===== src/rtl/mem_arb_pkg.sv =====
// Shared types and constants for the two-port RAM arbiter.
package mem_arb_pkg;

  typedef enum logic [1:0] {
    IDLE   = 2'd0,
    ACCESS = 2'd1,
    RESP   = 2'd2
  } state_e;

  localparam int PORT_CPU   = 0;
  localparam int PORT_DMA   = 1;

  localparam int ADDR_W_DEF = 9;
  localparam int DATA_W_DEF = 32;

endpackage


===== src/rtl/mem_arbiter_rr_arbiter2.sv =====
// Two-way round-robin pick: on a tie the port that was not granted last wins.
module rr_arbiter2 (
  input  logic [1:0] elig_i,
  input  logic       last_grant_i,
  output logic [1:0] gnt_o
);

  always_comb begin
    gnt_o = elig_i;
    if (&elig_i) begin
      gnt_o = last_grant_i ? 2'b01 : 2'b10;
    end
  end

endmodule


===== src/rtl/mem_arbiter.sv =====
// Shares one single-port synchronous RAM between the CPU path (port 0) and the
// loader/DMA path (port 1), with write protection of the low region against port 1.
//
//   state  | meaning
//   IDLE   | pick an eligible port, launch its strobe toward the RAM
//   ACCESS | strobe held; RAM reads/writes at the end of this cycle
//   RESP   | RAM read data valid; capture it and pulse the ack
module mem_arbiter
  import mem_arb_pkg::*;
#(
  parameter int ADDR_W     = ADDR_W_DEF,
  parameter int DATA_W     = DATA_W_DEF,
  parameter int PROT_LIMIT = 64
) (
  input  logic              clock,
  input  logic              reset_n,
  input  logic              p0_req,
  input  logic              p0_we,
  input  logic [ADDR_W-1:0] p0_addr,
  input  logic [DATA_W-1:0] p0_wdata,
  output logic              p0_ack,
  output logic [DATA_W-1:0] p0_rdata,
  input  logic              p1_req,
  input  logic              p1_we,
  input  logic [ADDR_W-1:0] p1_addr,
  input  logic [DATA_W-1:0] p1_wdata,
  output logic              p1_ack,
  output logic [DATA_W-1:0] p1_rdata,
  output logic              p1_err,
  output logic              ram_read,
  output logic              ram_write,
  output logic [ADDR_W-1:0] ram_addr,
  output logic [DATA_W-1:0] ram_wdata,
  input  logic [DATA_W-1:0] ram_rdata,
  output logic              busy
);

  // One extra bit so a limit equal to the RAM depth still compares correctly.
  localparam logic [ADDR_W:0] PROT_LIM = PROT_LIMIT[ADDR_W:0];

  state_e            state_q;
  logic              last_q;
  logic              port_q;
  logic              we_q;
  logic              rej_q;
  logic              ram_read_q;
  logic              ram_write_q;
  logic [ADDR_W-1:0] ram_addr_q;
  logic [DATA_W-1:0] ram_wdata_q;
  logic              p0_ack_q;
  logic              p1_ack_q;
  logic              p1_err_q;
  logic [DATA_W-1:0] p0_rdata_q;
  logic [DATA_W-1:0] p1_rdata_q;

  logic [1:0]        elig;
  logic [1:0]        gnt;
  logic              sel_dma;
  logic              sel_we;
  logic              sel_rej;
  logic [ADDR_W-1:0] sel_addr;
  logic [DATA_W-1:0] sel_wdata;

  // A port in its ack cycle may still hold req; masking it prevents a re-grant.
  assign elig = {p1_req & ~p1_ack_q, p0_req & ~p0_ack_q};

  rr_arbiter2 u_rr (
    .elig_i       (elig),
    .last_grant_i (last_q),
    .gnt_o        (gnt)
  );

  assign sel_dma   = gnt[PORT_DMA];
  assign sel_we    = sel_dma ? p1_we    : p0_we;
  assign sel_addr  = sel_dma ? p1_addr  : p0_addr;
  assign sel_wdata = sel_dma ? p1_wdata : p0_wdata;
  assign sel_rej   = sel_dma & sel_we & ({1'b0, sel_addr} < PROT_LIM);

  always_ff @(posedge clock or negedge reset_n) begin
    if (!reset_n) begin
      state_q     <= IDLE;
      last_q      <= 1'b1;
      port_q      <= 1'b0;
      we_q        <= 1'b0;
      rej_q       <= 1'b0;
      ram_read_q  <= 1'b0;
      ram_write_q <= 1'b0;
      ram_addr_q  <= '0;
      ram_wdata_q <= '0;
      p0_ack_q    <= 1'b0;
      p1_ack_q    <= 1'b0;
      p1_err_q    <= 1'b0;
      p0_rdata_q  <= '0;
      p1_rdata_q  <= '0;
    end else begin
      p0_ack_q <= 1'b0;
      p1_ack_q <= 1'b0;
      p1_err_q <= 1'b0;
      case (state_q)
        IDLE: begin
          if (gnt[PORT_CPU] || gnt[PORT_DMA]) begin
            port_q      <= sel_dma;
            we_q        <= sel_we;
            rej_q       <= sel_rej;
            last_q      <= sel_dma;
            ram_addr_q  <= sel_addr;
            ram_wdata_q <= sel_wdata;
            ram_read_q  <= ~sel_we;
            ram_write_q <= sel_we & ~sel_rej;
            state_q     <= ACCESS;
          end
        end
        ACCESS: begin
          ram_read_q  <= 1'b0;
          ram_write_q <= 1'b0;
          state_q     <= RESP;
        end
        RESP: begin
          state_q <= IDLE;
          if (port_q) begin
            p1_ack_q <= 1'b1;
            p1_err_q <= rej_q;
            if (!we_q) p1_rdata_q <= ram_rdata;
          end else begin
            p0_ack_q <= 1'b1;
            if (!we_q) p0_rdata_q <= ram_rdata;
          end
        end
        default: begin
          ram_read_q  <= 1'b0;
          ram_write_q <= 1'b0;
          state_q     <= IDLE;
        end
      endcase
    end
  end

  assign p0_ack    = p0_ack_q;
  assign p0_rdata  = p0_rdata_q;
  assign p1_ack    = p1_ack_q;
  assign p1_rdata  = p1_rdata_q;
  assign p1_err    = p1_err_q;
  assign ram_read  = ram_read_q;
  assign ram_write = ram_write_q;
  assign ram_addr  = ram_addr_q;
  assign ram_wdata = ram_wdata_q;
  assign busy      = (state_q != IDLE);

endmodule

===== config.mk =====
export PLATFORM = sky130hd
export DESIGN_NAME = mem_arbiter
export DESIGN_NICKNAME = d
export VERILOG_FILES = /design/src/rtl/mem_arb_pkg.sv /design/src/rtl/mem_arbiter_rr_arbiter2.sv /design/src/rtl/mem_arbiter.sv
export SDC_FILE = /design/constraint.sdc
export NUM_CORES = 1
export LEC_CHECK = 0
export CAP_MARGIN = 10
export CORE_UTILIZATION = 30
export DETAILED_ROUTE_END_ITERATION = 10
export SLEW_MARGIN = 20
export SYNTH_ARGS = -nofsm -noshare
export SYNTH_HDL_FRONTEND = slang
export SYNTH_SLANG_ARGS = --single-unit

===== constraint.sdc =====
create_clock -name clock -period 3.45 [get_ports clock]
set_input_delay 0.8625 -clock clock [delete_from_list [all_inputs] [get_ports clock]]
set_output_delay 0.8625 -clock clock [all_outputs]
set_load 0.01 [all_outputs]

==> reports/summary.log <==
[logic_synthesis] cell count listed in synth_stat.txt 404
[setup_path] ordered list of cells on the worst path nor2_1 -> inv_1 -> clkdlybuf4s50_1
[timing] worst slew slack as a fraction of its limit 0.349
[cells_and_area] Layout Cell Area excl Fill 0.00797 sq mm
[setup_path] setup slack of the worst register-to-register path 1.41 ns
[clock_tree] post-CTS resize count 0
[logic_synthesis] count of flip-flops with a built-in enable after synthesis 0
[drt] DRC marker count from the first detailed-route iteration 142
[placed_design] Final HPWL DP 9840 um
[setup_path] type of origin of the critical path flip-flop
[timing] maximum achievable frequency 387 MHz
[clock_tree] clock root buffer clkbuf_16
[clock_tree] H-tree lvl count 4
[timing] Finish-stage setup viols 0
[floorplanning] die y size 129 um
[clock_tree] clk latency late pin 0.41 ns
[global_route] overflow left after global routing 0
[logic_synthesis] commonest register cell after synthesis dfrtp_1
[cells_and_area] net total in the final layout 756
[setup_path] arrival time at the worst endpoint 1.72 ns
[setup_path] Setup crit end busy
[global_route] initial antenna violation count 0
[drt] detailed-router iteration count before antenna repair 4
[drt] Post-Route WL 13800 um
[floorplanning] number of core rows 46
[power_and_ir_drop] Pwr per Cell Area 963 mW/mm^2
[timing] setup repair after global routing missed its margin false
[cells_and_area] utilization after layout 0.503
[setup_path] Critical Path Stages 3
[setup_path] R2R Path Start state_q[0]$_DFFE_PN0P_
[floorplanning] number of top-level pins 231
[logic_synthesis] chip area in the Yosys report 0.00484 sq mm
[run] tool warnings 26
[timing] Layout Skew 0.00646 ns
[floorplanning] Std-Cell Core Area 0.0158 sq mm
[logic_synthesis] number of distinct standard cells referenced by the synthesized netlist 32
[timing] crit share post-route 0.749
[floorplanning] Floorplan Utilization 0.306
[power_and_ir_drop] Leak Pwr 0.00336 uW
[logic_synthesis] #FFs+latches synth 116
[timing] actual transition at the worst max-transition pin 0.975 ns
[outcome] status completed
[setup_path] CP Capture Type primary output
[power_and_ir_drop] Final Total Pwr 7670 uW
[clock_tree] largest buffer count on any clock path 2
[run] max_cap viols 0
[cells_and_area] layout cells sized above 1 0.167
[setup_path] worst setup path startpoint state_q[0]$_DFFE_PN0P_
[report_power, final]
part | internal [uW] | switching [uW] | total, uW | leakage, uW
clock | 1260 | 598 | 1860 | 0.000299
sequential | 2050 | 391 | 2440 | 0.00138
combinational | 1950 | 1420 | 3370 | 0.00168
total | 5260 | 2410 | 7670 | 0.00336
[synth_stat cells, types with 2 or more instances]
cell type / instances / share of area
dfrtp_1: 115 / 0.59
a21oi_1: 84 / 0.087
nand2_1: 46 / 0.036
nor2_1: 45 / 0.035
mux2_2: 33 / 0.077
mux2_4: 30 / 0.093
buf_2: 13 / 0.013
clkbuf_1: 5 / 0.0039
nor2b_1: 4 / 0.0052
buf_12: 3 / 0.012
buf_4: 3 / 0.0046
nand2b_1: 2 / 0.0026
o21ai_0: 2 / 0.0021
[cell type report]
class	instances	area [sq um]
Timing Repair Buffer	238	2370
Fill cell	1425	7860
Inverter	2	7.51
Sequential cell	116	2900
Tap cell	216	270
Multi-Input combinational cell	261	1780
Clock buffer	23	478
Clock inverter	8	149
[registers in the layout, summed over array words and instances (netlist names)]
signal and cells:
p0_rdata 32, p1_rdata 32, ram_wdata 32, ram_addr 9, state_q 2, last_q 1
p0_ack 1, p1_ack 1, p1_err 1, port_q 1, ram_read 1, ram_write 1
rej_q 1, we_q 1
[logic make-up after synthesis]
logic type | count (synthesis) | share of synthesized area
and+or+nand+nor | 106 | 0.0933
muxes | 64 | 0.172
AOI/OAI and AO/OA | 91 | 0.0969
buffers and inverters | 27 | 0.0382
DFF | 116 | 0.600
[metrics by stage]
stage               hold WS [ns]  cells
CTS                        0.485    864
detailed placement         0.479    833
global route               0.507    864
finish                     0.481    864
floorplan                  0.435    404
global placement           0.462    833
**Wiring heat map**

Scale bar: 50 um. 26 x 26 tiles, from dark blue (low) to red (high), scaled to the fullest tile. Values are wire area over tile area, all layers added.
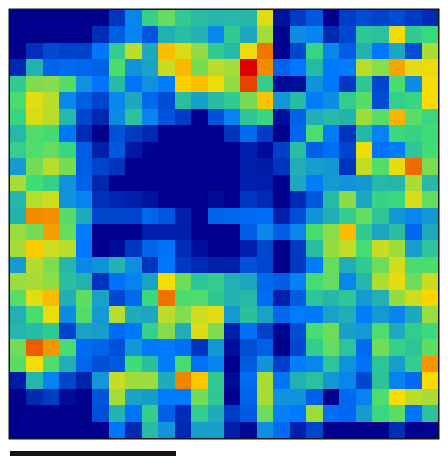
The fullest tile reaches 0.42. The mean over all tiles is 0.14. The densest ninth of the die: middle right. 13% of the tiles are nearly empty. The emptiest ninth of the die: centre. 24% of the tiles are over half the peak.
detailed-route wire length per cell: 16.0 um
global routing usage summed across all routing layers: 0.174
DR vias: 3995

**Routed metal, one colour a layer**

Scale bar: 50 um.
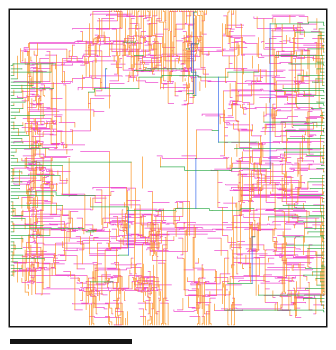
Magenta marks M1, wire length 5970 um. Orange marks M2, wire length 6260 um. Green marks M3, wire length 1380 um. Blue marks M4, wire length 206 um.

**Cell classes on the final placement**

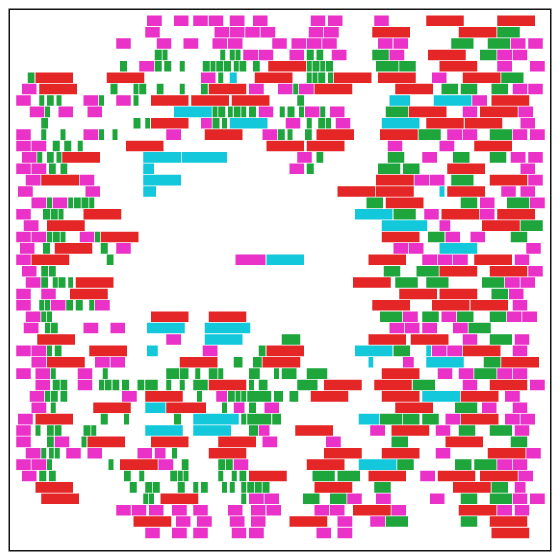
Red marks sequential cells, cells 116, share of their area 38%. Cyan marks clock drivers and dummy loads, cells 31, share of their area 8.1%. Green marks remaining logic cells, cells 263, share of their area 23%. Magenta marks remaining buffers and delay cells, cells 238, share of their area 31%.

**Routing congestion**

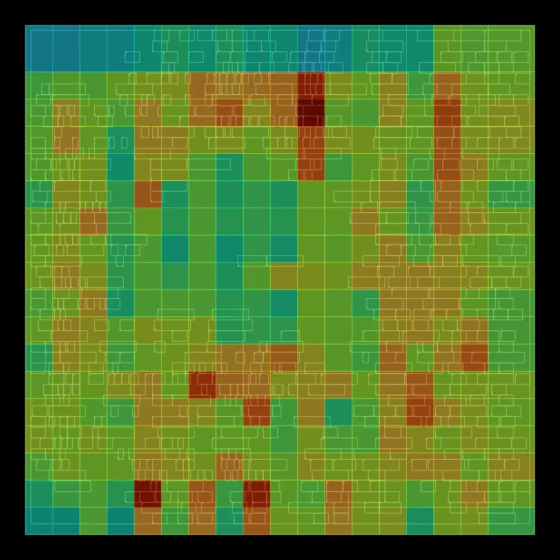
met3 GRT Util: 0.0784
met2 track demand over resource in global routing: 0.266

**Where the registers sit**

Scale bar: 50 um. Other sequential cells in the stronger grey, the rest of the logic in the fainter grey.
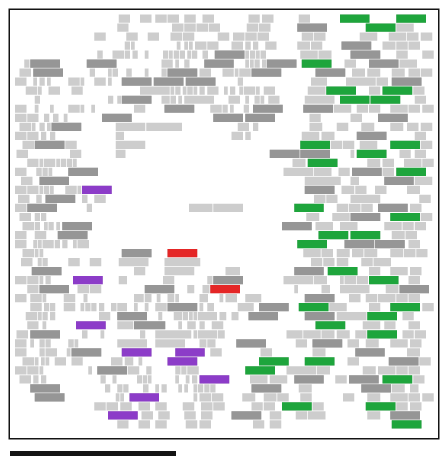
Green marks `p1_rdata`, sequential cells 32, where a vertical strip on the right. Red marks `state_q`, sequential cells 2. Purple marks `ram_addr`, sequential cells 9.
Another 73 sequential cells are not coloured.

No activity file was given, so power comes from the tool's default toggle rates.
